==> run_1/placed.png <==
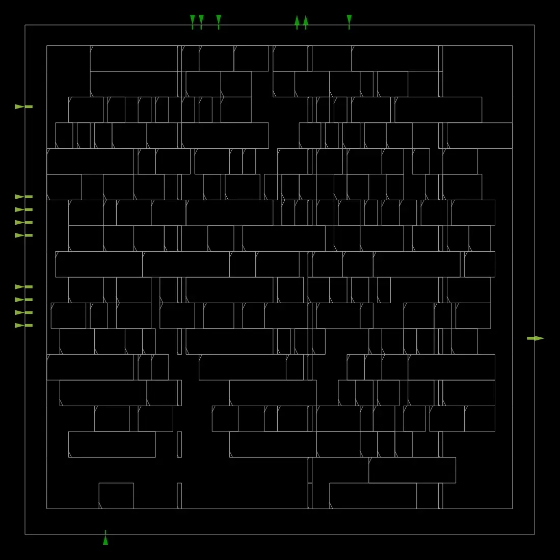
==> run_1/sizing.png <==
(4 px per um)
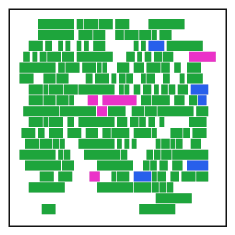
==> run_1/route_heat.png <==
(6 px per um) The die is cut into 11 by 11 equal tiles; dark purple is low, yellow is high, scaled to the fullest tile. Values are wire area over tile area, all layers added.
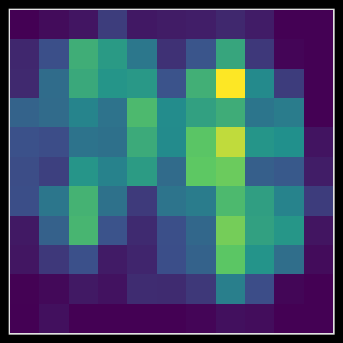
==> run_1/ff_map.png <==
(6 px per um) Other sequential cells in the stronger gray, the rest of the logic in the fainter gray.
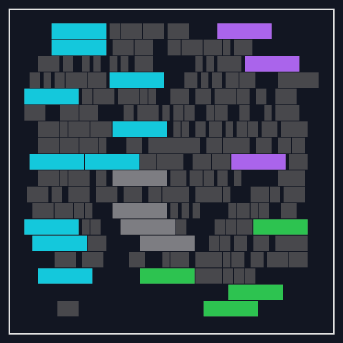
`src/rtl/coax_tx_line_encoder_pkg.sv`:
```
// coax_tx_line_encoder_pkg: shared state encoding, framing constants and biphase helper
//   state_t    : encoder FSM states
//   biphase()  : line level for a bit value in its first or second half-bit
package coax_tx_line_encoder_pkg;
    localparam int WORD_WIDTH            = 10;
    localparam int CV_HALF_BITS          = 3;
    localparam int END_MINI_CV_HALF_BITS = 2;
    typedef enum logic [2:0] {IDLE, QUIESCE, CV, SYNC, DATA, PAR, END} state_t;
    // A '1' is low-then-high, a '0' is high-then-low.
    function automatic logic biphase(input logic bit_val, input logic second_half);
        return bit_val ? second_half : ~second_half;
    endfunction
endpackage

```
`src/rtl/coax_tx_line_encoder_if.sv`:
```
// coax_tx_line_encoder_if: FIFO handshake and line outputs of the coax transmit encoder
//   data/data_valid/parity : FIFO head word, non-empty flag, parity sense (1 = odd)
//   pop                    : FIFO advance strobe
//   tx/active              : biphase line level and frame-in-progress flag
//   master = FIFO/line side, slave = encoder side
interface coax_tx_line_encoder_if;
    import coax_tx_line_encoder_pkg::*;
    logic [WORD_WIDTH-1:0] data;
    logic                  data_valid;
    logic                  parity;
    logic                  pop;
    logic                  tx;
    logic                  active;
    modport master (output data, data_valid, parity, input pop, tx, active);
    modport slave  (input data, data_valid, parity, output pop, tx, active);
endinterface

```
`src/rtl/coax_biphase_bit_timer.sv`:
```
// coax_biphase_bit_timer: half-bit and bit timing for the biphase serialiser
//   clk, reset_n    : clock, async active-low reset
//   i_clr           : hold timer at the start of a bit (asserted while idle)
//   o_bit_strobe    : last cycle of a bit
//   o_second_half   : currently in the second half-bit
//   o_bit_start     : first cycle of a bit
module coax_biphase_bit_timer #(
    parameter int CLOCKS_PER_BIT = 8
) (
    input  logic clk,
    input  logic reset_n,
    input  logic i_clr,
    output logic o_bit_strobe,
    output logic o_second_half,
    output logic o_bit_start
);
    localparam int HALF = CLOCKS_PER_BIT / 2;
    localparam int HW   = (HALF > 1) ? $clog2(HALF) : 1;

    logic [HW-1:0] r_hcnt;
    logic          r_second_half;
    logic          w_half_bit_strobe;

    assign w_half_bit_strobe = r_hcnt == HW'(HALF - 1);
    assign o_bit_strobe      = w_half_bit_strobe && r_second_half;
    assign o_second_half     = r_second_half;
    assign o_bit_start       = r_hcnt == '0 && !r_second_half;

    always_ff @(posedge clk or negedge reset_n) begin
        if (!reset_n) begin
            r_hcnt        <= '0;
            r_second_half <= 1'b0;
        end else if (i_clr) begin
            r_hcnt        <= '0;
            r_second_half <= 1'b0;
        end else if (w_half_bit_strobe) begin
            r_hcnt        <= '0;
            r_second_half <= ~r_second_half;
        end else begin
            r_hcnt        <= r_hcnt + 1'b1;
        end
    end
endmodule

```
`src/rtl/coax_tx_line_encoder.sv`:
```
// coax_tx_line_encoder: frames FIFO words as a 3270 coax biphase transmission
//   clk, reset_n : clock, async active-low reset
//   io_bus       : FIFO handshake (data, data_valid, parity, pop) and line outputs (tx, active)
//   Frame: QUIESCE_BITS '1's, code violation, per word sync '1' + 10 data bits + parity,
//   then '0' and a two-half-bit mini code violation.
module coax_tx_line_encoder
    import coax_tx_line_encoder_pkg::*;
#(
    parameter int CLOCKS_PER_BIT = 8,
    parameter int QUIESCE_BITS   = 6
) (
    input  logic                   clk,
    input  logic                   reset_n,
    coax_tx_line_encoder_if.slave  io_bus
);
    state_t                r_state, w_next;
    logic [3:0]            r_bcnt;
    logic [WORD_WIDTH-1:0] r_shift;
    logic                  r_pbit;
    logic                  w_bit, w_second, w_start, w_last, w_latch, w_tx, w_pop;
    logic [3:0]            w_limit;
    logic [4:0]            w_hidx;

    coax_biphase_bit_timer #(.CLOCKS_PER_BIT(CLOCKS_PER_BIT)) u_timer (
        .clk           (clk),
        .reset_n       (reset_n),
        .i_clr         (r_state == IDLE),
        .o_bit_strobe  (w_bit),
        .o_second_half (w_second),
        .o_bit_start   (w_start)
    );

    // Number of bit periods spent in each state.
    assign w_limit = r_state == QUIESCE ? 4'(QUIESCE_BITS) :
                     r_state == CV      ? 4'(CV_HALF_BITS) :
                     r_state == DATA    ? 4'(WORD_WIDTH) :
                     r_state == END     ? 4'(1 + END_MINI_CV_HALF_BITS / 2) : 4'd1;
    assign w_last  = w_bit && r_bcnt == w_limit - 4'd1;
    assign w_hidx  = {r_bcnt, w_second};
    assign w_latch = r_state == SYNC && w_start;

    always_comb begin
        w_next = r_state;
        w_tx   = 1'b0;
        w_pop  = 1'b0;
        case (r_state)
            IDLE:    w_next = io_bus.data_valid ? QUIESCE : IDLE;
            QUIESCE: begin
                w_tx   = biphase(1'b1, w_second);
                w_next = w_last ? CV : QUIESCE;
            end
            CV: begin
                w_tx   = w_hidx < 5'(CV_HALF_BITS);
                w_next = w_last ? SYNC : CV;
            end
            SYNC: begin
                w_tx   = biphase(1'b1, w_second);
                w_pop  = w_start && io_bus.data_valid;
                w_next = w_last ? DATA : SYNC;
            end
            DATA: begin
                w_tx   = biphase(r_shift[WORD_WIDTH-1], w_second);
                w_next = w_last ? PAR : DATA;
            end
            PAR: begin
                w_tx   = biphase(r_pbit, w_second);
                w_next = !w_last ? PAR : io_bus.data_valid ? SYNC : END;
            end
            END: begin
                // '0' bit, then the line held high for the mini code violation.
                w_tx   = w_hidx >= 5'd2 ? 1'b1 : biphase(1'b0, w_second);
                w_next = w_last ? IDLE : END;
            end
            default: w_next = IDLE;
        endcase
    end

    always_ff @(posedge clk or negedge reset_n) begin
        if (!reset_n) begin
            r_state <= IDLE;
            r_bcnt  <= '0;
            r_shift <= '0;
            r_pbit  <= 1'b0;
        end else begin
            r_state <= w_next;
            r_bcnt  <= w_next != r_state ? 4'd0 :
                       (w_bit && r_bcnt != w_limit - 4'd1) ? r_bcnt + 4'd1 : r_bcnt;
            if (w_latch) begin
                r_shift <= io_bus.data;
                r_pbit  <= ^io_bus.data ^ io_bus.parity;
            end else if (r_state == DATA && w_bit) begin
                r_shift <= {r_shift[WORD_WIDTH-2:0], 1'b0};
            end
        end
    end

    assign io_bus.tx     = w_tx;
    assign io_bus.pop    = w_pop;
    assign io_bus.active = r_state != IDLE;
endmodule

```
`src/flat_wrapper.sv`:
```
// flat-port wrapper written by rule: the top's interface ports become plain ports
module coax_tx_line_encoder_flat import coax_tx_line_encoder_pkg::*;
#(
    parameter int CLOCKS_PER_BIT = 8,
    parameter int QUIESCE_BITS   = 6
)
  (clk, reset_n, io_bus_data, io_bus_data_valid, io_bus_parity, io_bus_pop, io_bus_tx, io_bus_active);
  coax_tx_line_encoder_if io_bus_i ();
  input  logic clk;
  input  logic reset_n;
  input wire logic [$bits(io_bus_i.data)-1:0] io_bus_data;
  input wire logic [$bits(io_bus_i.data_valid)-1:0] io_bus_data_valid;
  input wire logic [$bits(io_bus_i.parity)-1:0] io_bus_parity;
  output wire logic [$bits(io_bus_i.pop)-1:0] io_bus_pop;
  output wire logic [$bits(io_bus_i.tx)-1:0] io_bus_tx;
  output wire logic [$bits(io_bus_i.active)-1:0] io_bus_active;
  assign io_bus_i.data = io_bus_data;
  assign io_bus_i.data_valid = io_bus_data_valid;
  assign io_bus_i.parity = io_bus_parity;
  assign io_bus_pop = io_bus_i.pop;
  assign io_bus_tx = io_bus_i.tx;
  assign io_bus_active = io_bus_i.active;
  coax_tx_line_encoder #(.CLOCKS_PER_BIT(CLOCKS_PER_BIT), .QUIESCE_BITS(QUIESCE_BITS)) u_core (.clk(clk), .reset_n(reset_n), .io_bus(io_bus_i));
endmodule
```
`config.mk`:
```
export PLATFORM = sky130hd
export DESIGN_NAME = coax_tx_line_encoder_flat
export DESIGN_NICKNAME = d
export VERILOG_FILES = /design/src/rtl/coax_tx_line_encoder_pkg.sv /design/src/rtl/coax_tx_line_encoder_if.sv /design/src/rtl/coax_biphase_bit_timer.sv /design/src/rtl/coax_tx_line_encoder.sv /design/src/flat_wrapper.sv
export SDC_FILE = /design/constraint.sdc
export NUM_CORES = 1
export LEC_CHECK = 0
export CORE_MARGIN = 2
export CORE_UTILIZATION = 59
export CTS_CLUSTER_SIZE = 40
export DETAILED_ROUTE_END_ITERATION = 12
export PLACE_DENSITY = 0.88
export SYNTH_ARGS = -nofsm -noshare
export SYNTH_HDL_FRONTEND = slang
export SYNTH_SLANG_ARGS = --single-unit
```
`constraint.sdc`:
```
create_clock -name clk -period 7.9 [get_ports clk]
set_clock_uncertainty 0.1 [all_clocks]
set_input_delay 1.58 -clock clk [delete_from_list [all_inputs] [get_ports clk]]
set_output_delay 1.58 -clock clk [all_outputs]
set_load 0.01 [all_outputs]
```
==> impl_metrics.json, run 1 <==
{
  "status": "finished, final reports clean",
  "regMostFlops": "u_core.r_shift",
  "grt_usage": 0.2337,
  "drtIter0Drc": 34,
  "ys_cells": 157,
  "layout_setup_ws_ps": 3439,
  "maxPowerGroup": "sequential cells",
  "pwr_density_cell_nw_per_um2": 111.4,
  "crit_path_end_kind": "output port",
  "ys_types": 47,
  "vias": 1189,
  "antenna_found_initial": 0,
  "total_leakage_power_nw": 0.6479,
  "clkLatencyLatePin_ps": 310,
  "critPathTopFamily": "simple AND/OR/NAND/NOR gates",
  "p_sw_frac": 0.2341,
  "finalWirelength_mm": 2.945,
  "cts_tree": "built",
  "ys_ff": 21,
  "chip_area_um2": 2900,
  "die-width_um": 53.86,
  "boundaryPins": 17,
  "p_int_mw": 0.1394,
  "period_used_share": 0.5647,
  "comb_area_frac": 0.5184,
  "worst_slew_pin_slew_ps": 970.2,
  "cts_made_buffers": 3,
  "nFlopsAndLatches": 21,
  "comb_cells": 117,
  "grt-ovfl-total": 0,
  "crit_buf_inv": 1,
  "clk_pin_slew_ps": 130,
  "r2r_start": "u_core.r_state[1]",
  "path_max_fanout": 15,
  "yosysTopAreaCellShare": 0.3584,
  "power_frac_seq": 0.590,
  "bufAreaShareNonClock": 0.09801,
  "dp_cells": 194,
  "synthFlopType": "dfrtp_1",
  "cts_buffer_depth": 2,
  "async_reset_ff_frac": 1.000,
  "lay_top_count": "dfrtp_1",
  "crit_arrival_ps": 2780,
  "clkCellAreaFrac": 0.01608,
  "comb_power_mw": 0.0219,
  "dp_slack_ps": 3448,
  "rr_endpoint": "u_core.r_state[0]",
  "synth_area_per_cell_um2": 9.340,
  "fin_setup_tns_ps": 0,
  "synth_warnings": 0,
  "yosysMostFrequentCell": "dfrtp_1",
  "grt_pass1_wl_mm": 4.843,
  "drive_above_1_share": 0.05952,
  "final_antenna_net_count": 0,
  "p_clk_mw": 0.0527,
  "grt_setup_unrepaired": "false",
  "post_drt_via_cell_ratio": 6.005,
  "slew_headroom": 0.3512,
  "warning_count": 29,
  "irDropWorstVdd_mv": 0.08621,
  "clockBufferCount": 4,
  "holdWs_ps": 381.0,
  "n_all_inverters": 10,
  "reg2regPathDepth": 9,
  "min_to": "u_core.u_timer.r_hcnt[0]",
  "synth_area_leader_cell": "dfrtp_1",
  "coreArea_um2": 2410,
  "antenna_cells": 0,
  "finalWeightedCongestion": 0.8400,
  "cts_setup_buffers": 0,
  "finalPower_mw": 0.1820,
  "power.switching_mw": 0.04262,
  "area_growth_pct": 11.43,
  "critical_path_class": "reg -> out",
  "largestRegisters": "u_core.r_shift (10), u_core.r_bcnt (4), u_core.r_state (3)",
  "final_cell_area_um2": 1634,
  "grt_start_max_net_pins": 22
}
Notes on placed.png above:
number of core rows: 18
Finished Core Util: 0.6781

Notes on sizing.png above:
Key: x1 and smaller = green [cells 158, share 94%, most used dfrtp_1]; x2 = blue [cells 5, share 3.0%]; x3 and x4 = magenta [cells 5, share 3.0%, most used clkbuf_4]

Notes on route_heat.png above:
23% of the tiles are over half the peak. 15% of the tiles are nearly empty. The emptiest ninth of the die: bottom left. The fullest tile reaches 0.54. The densest ninth of the die: middle.

Notes on ff_map.png above:
Key: u_core.r_shift = cyan [flops 10]; u_core.r_bcnt = green [flops 4]; u_core.r_state = purple [flops 3]

## run 1: logic make-up (layout without fill, tap and decap cells)
kind of cell             Yosys count  count (layout)  share of synthesized area
adder cells (fa/ha/maj)            7               7                    0.05887
flip-flops                        21              21                     0.3584
XOR/XNOR                          14              14                    0.08362
multiplexers                      11              11                    0.07509
buffers and inverters             19              30                    0.06399
AND-OR/OR-AND                     41              41                     0.1809
AND/OR/NAND/NOR                   44              44                     0.1792
## run 1: metal layers
metal / global-route usage / routed length (um) / up-vias
met5: 0 / 0 / -
met1: 0.2584 / 1182 / 578
met2: 0.4472 / 1621 / 28
met4: 0.07265 / 30 / 0
met3: 0.03889 / 110 / 4
li1: - / - / 579
## Run 2: what changed since run 1
--- a/config.mk
+++ b/config.mk
@@ -6,10 +6,10 @@
 export NUM_CORES = 1
 export LEC_CHECK = 0
 export CORE_MARGIN = 2
-export CORE_UTILIZATION = 59
+export CORE_UTILIZATION = 50
 export CTS_CLUSTER_SIZE = 40
 export DETAILED_ROUTE_END_ITERATION = 12
-export PLACE_DENSITY = 0.88
+export PLACE_DENSITY = 0.8
 export SYNTH_ARGS = -nofsm -noshare
 export SYNTH_HDL_FRONTEND = slang
 export SYNTH_SLANG_ARGS = --single-unit
==> constraint.sdc (replaced) <==
create_clock -name clk -period 3.8 [get_ports clk]
set_clock_uncertainty 0.1 [all_clocks]
set_input_delay 0.76 -clock clk [delete_from_list [all_inputs] [get_ports clk]]
set_output_delay 0.76 -clock clk [all_outputs]
set_load 0.01 [all_outputs]
==> run 2 against run 1 <==
Against the previous run:
- global-route usage shrank 4.2 points
- total power grew 110%
- critical path depth grew 1
- critical endpoint is now io_bus_tx
==> impl_metrics.json, run 2 <==
{
  "synthAoiAreaFrac": 0.1809,
  "topCellsByArea": "dfrtp_1, mux2i_1, xnor2_1",
  "crit_path_end_kind": "output port",
  "rows": 19,
  "ys_cells": 157,
  "endpoint": "io_bus_tx",
  "ys_sh_mux": 0.07509,
  "synth_area_per_cell_um2": 9.340,
  "cts_made_buffers": 3,
  "grt_start_max_net_pins": 22,
  "status": "finished, final reports clean",
  "drive_above_1_share": 0.06509,
  "path_max_fanout": 16,
  "total_leakage_power_nw": 0.6534,
  "adder_share": 0.05887,
  "comb_power_mw": 0.0433,
  "dp_cells": 196,
  "synthTopLogicFamily": "AND-OR/OR-AND gates",
  "clkLatencyLatePin_ps": 300,
  "grt_usage": 0.1917,
  "p_seq_mw": 0.223,
  "p_clk_frac": 0.290,
  "dp_slack_ps": 779.9,
  "antenna_found_initial": 0,
  "period_needed_ps": 3131,
  "grt_setup_unrepaired": "false",
  "vias": 1170,
  "reg2regPathDepth": 9,
  "power_frac_seq": 0.595,
  "max_freq_mhz": 319.4,
  "xor_share": 0.08362,
  "common_cells": "dfrtp_1, a21oi_1, nor2_1, mux2i_1, xnor2_1",
  "whs_path_depth": 1,
  "cts_setup_buffers": 0,
  "io_buffers": 16,
  "final_cell_mix": "dfrtp_1, a21oi_1, clkdlybuf4s50_1",
  "warning_count": 29,
  "clk_pin_slew_ps": 120,
  "initCoreUtil": 0.5272,
  "maxCapViolCount": 0,
  "finalWeightedCongestion": 0.8677,
  "dp_hpwl_mm": 2.236,
  "grt_pass1_wl_mm": 5.050,
  "crit_arrival_ps": 2270,
  "final_cell_area_um2": 1643,
  "final_antenna_net_count": 0,
  "regMostFlops": "u_core.r_shift",
  "ys_ff": 21,
  "boundaryPins": 17,
  "ys_types": 47,
  "synthFlopType": "dfrtp_1",
  "cts_tree": "built",
  "grt-ovfl-total": 0,
  "async_reset_ff_frac": 1.000,
  "synth-edff-count": 0,
  "first_pass_iters": 4,
  "largestRegisters": "u_core.r_shift (10), u_core.r_bcnt (4), u_core.r_state (3)",
  "p_int_mw": 0.2898,
  "slew_headroom": 0.3690,
  "final_cells": 200,
  "drc": 0,
  "grt_pass1_vias": 1203,
  "wire_per_inst_um": 14.52,
  "crit_buf_inv": 1,
  "crit_path_cell_trace": "nor3b_4, a22o_1, a32oi_1, o21ai_0, clkdlybuf4s50_1",
  "synth_area_leader_cell": "dfrtp_1",
  "holdWs_ps": 384.1,
  "power.switching_mw": 0.08567,
  "placed_area_um2": 1617,
  "cts-root-buf": "clkbuf_4",
  "synth-simple-area-share": 0.1792,
  "yosysMostFrequentCell": "dfrtp_1",
  "cts_buffer_depth": 2,
  "syn-cell-area_um2": 1466,
  "p_clk_mw": 0.109,
  "p_sw_frac": 0.2282,
  "finalWirelength_mm": 2.904,
  "cts_resized": 0,
  "ys_seq_share": 0.3584,
  "synth_warnings": 0,
  "syn-instance-count": 157,
  "setup.worst_path.start": "u_core.r_state[2]",
  "hp-start": "u_core.u_timer.r_hcnt[0]",
  "h-tree-depth": 1,
  "drv_slew": 0,
  "yosysTopAreaCellShare": 0.3584,
  "regToRegSetupSlack_ps": 740,
  "fp_nets": 177,
  "r2r_start": "u_core.r_state[1]",
  "period_used_share": 0.8239,
  "min_to": "u_core.u_timer.r_hcnt[0]",
  "utilization": 0.5906,
  "rr_endpoint": "u_core.r_state[1]",
  "pwr_density_cell_nw_per_um2": 228.6,
  "yosys_area_um2": 1466,
  "fin_setup_tns_ps": 0,
  "antenna_cells": 0,
  "lay_top_count": "dfrtp_1",
  "critical_path_class": "reg -> out",
  "drtIter0Drc": 37,
  "chip_area_um2": 3382,
  "finalPower_mw": 0.3755,
  "worst_slew_pin_slew_ps": 943.5,
  "maxPowerGroup": "sequential cells",
  "critPathTopFamily": "flip-flops",
  "post_drt_via_cell_ratio": 5.850
}
-- run 2: cell counts after synthesis --
No cell type changed its count.
-- run 2: per-layer routing --
| metal | part of all wire | wire length (um) | up-vias | global-route usage |
|---|---|---|---|---|
| met2 | 0.51 | 1494 | 36 | 0.3344 |
| met4 | 0.0059 | 17 | 0 | 0.08306 |
| met1 | 0.44 | 1270 | 552 | 0.2380 |
| li1 | - | - | 580 | - |
| met3 | 0.042 | 123 | 2 | 0.02232 |
| met5 | 0 | 0 | - | 0 |
-- run 2: area by class of cell --
| class | instances | area [um2] |
|---|---|---|
| well taps | 31 | 38.79 |
| multi-input cells | 117 | 847.1 |
| repair buffers | 17 | 167.7 |
| fillers | 242 | 1139 |
| flip-flops and latches | 21 | 525.5 |
| clock buffers | 4 | 26.28 |
| inverters | 10 | 37.54 |
==> run_2/floorplan.png <==
(8 px per um) Pins as bars on the die edge.
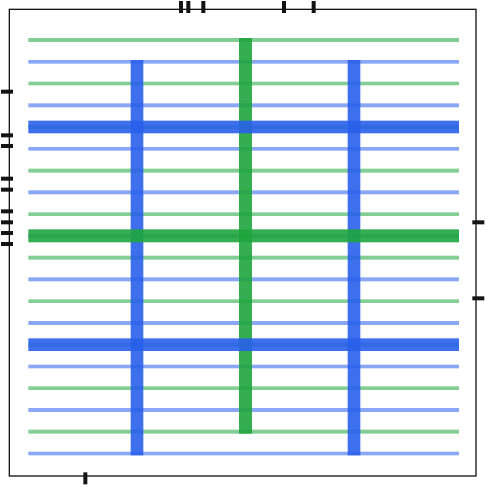
Key: VSS = blue; VDD = green
The core has 19 rows. 17 signal pins sit on the boundary. 3 straps on met4.
maximum VDD drop: 0.1823 mV
core box area: 2781 um2
die height: 58.16 um
die width: 58.16 um

==> run_2/sizing.png <==
(4 px per um)
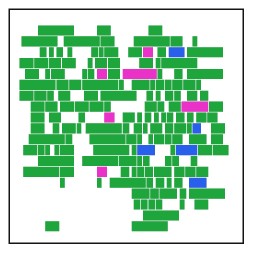
Key: x3 and x4 = magenta [cells 6, share 3.6%, most used clkbuf_4]; x1 and smaller = green [cells 158, share 93%, most used dfrtp_1]; x2 = blue [cells 5, share 3.0%]
bufs w/o clock: 17
Layout area overhead: 12.03%
final worst slack: 669.0 ps

Power figures rest on the tool's default switching activity, not on a simulated workload.
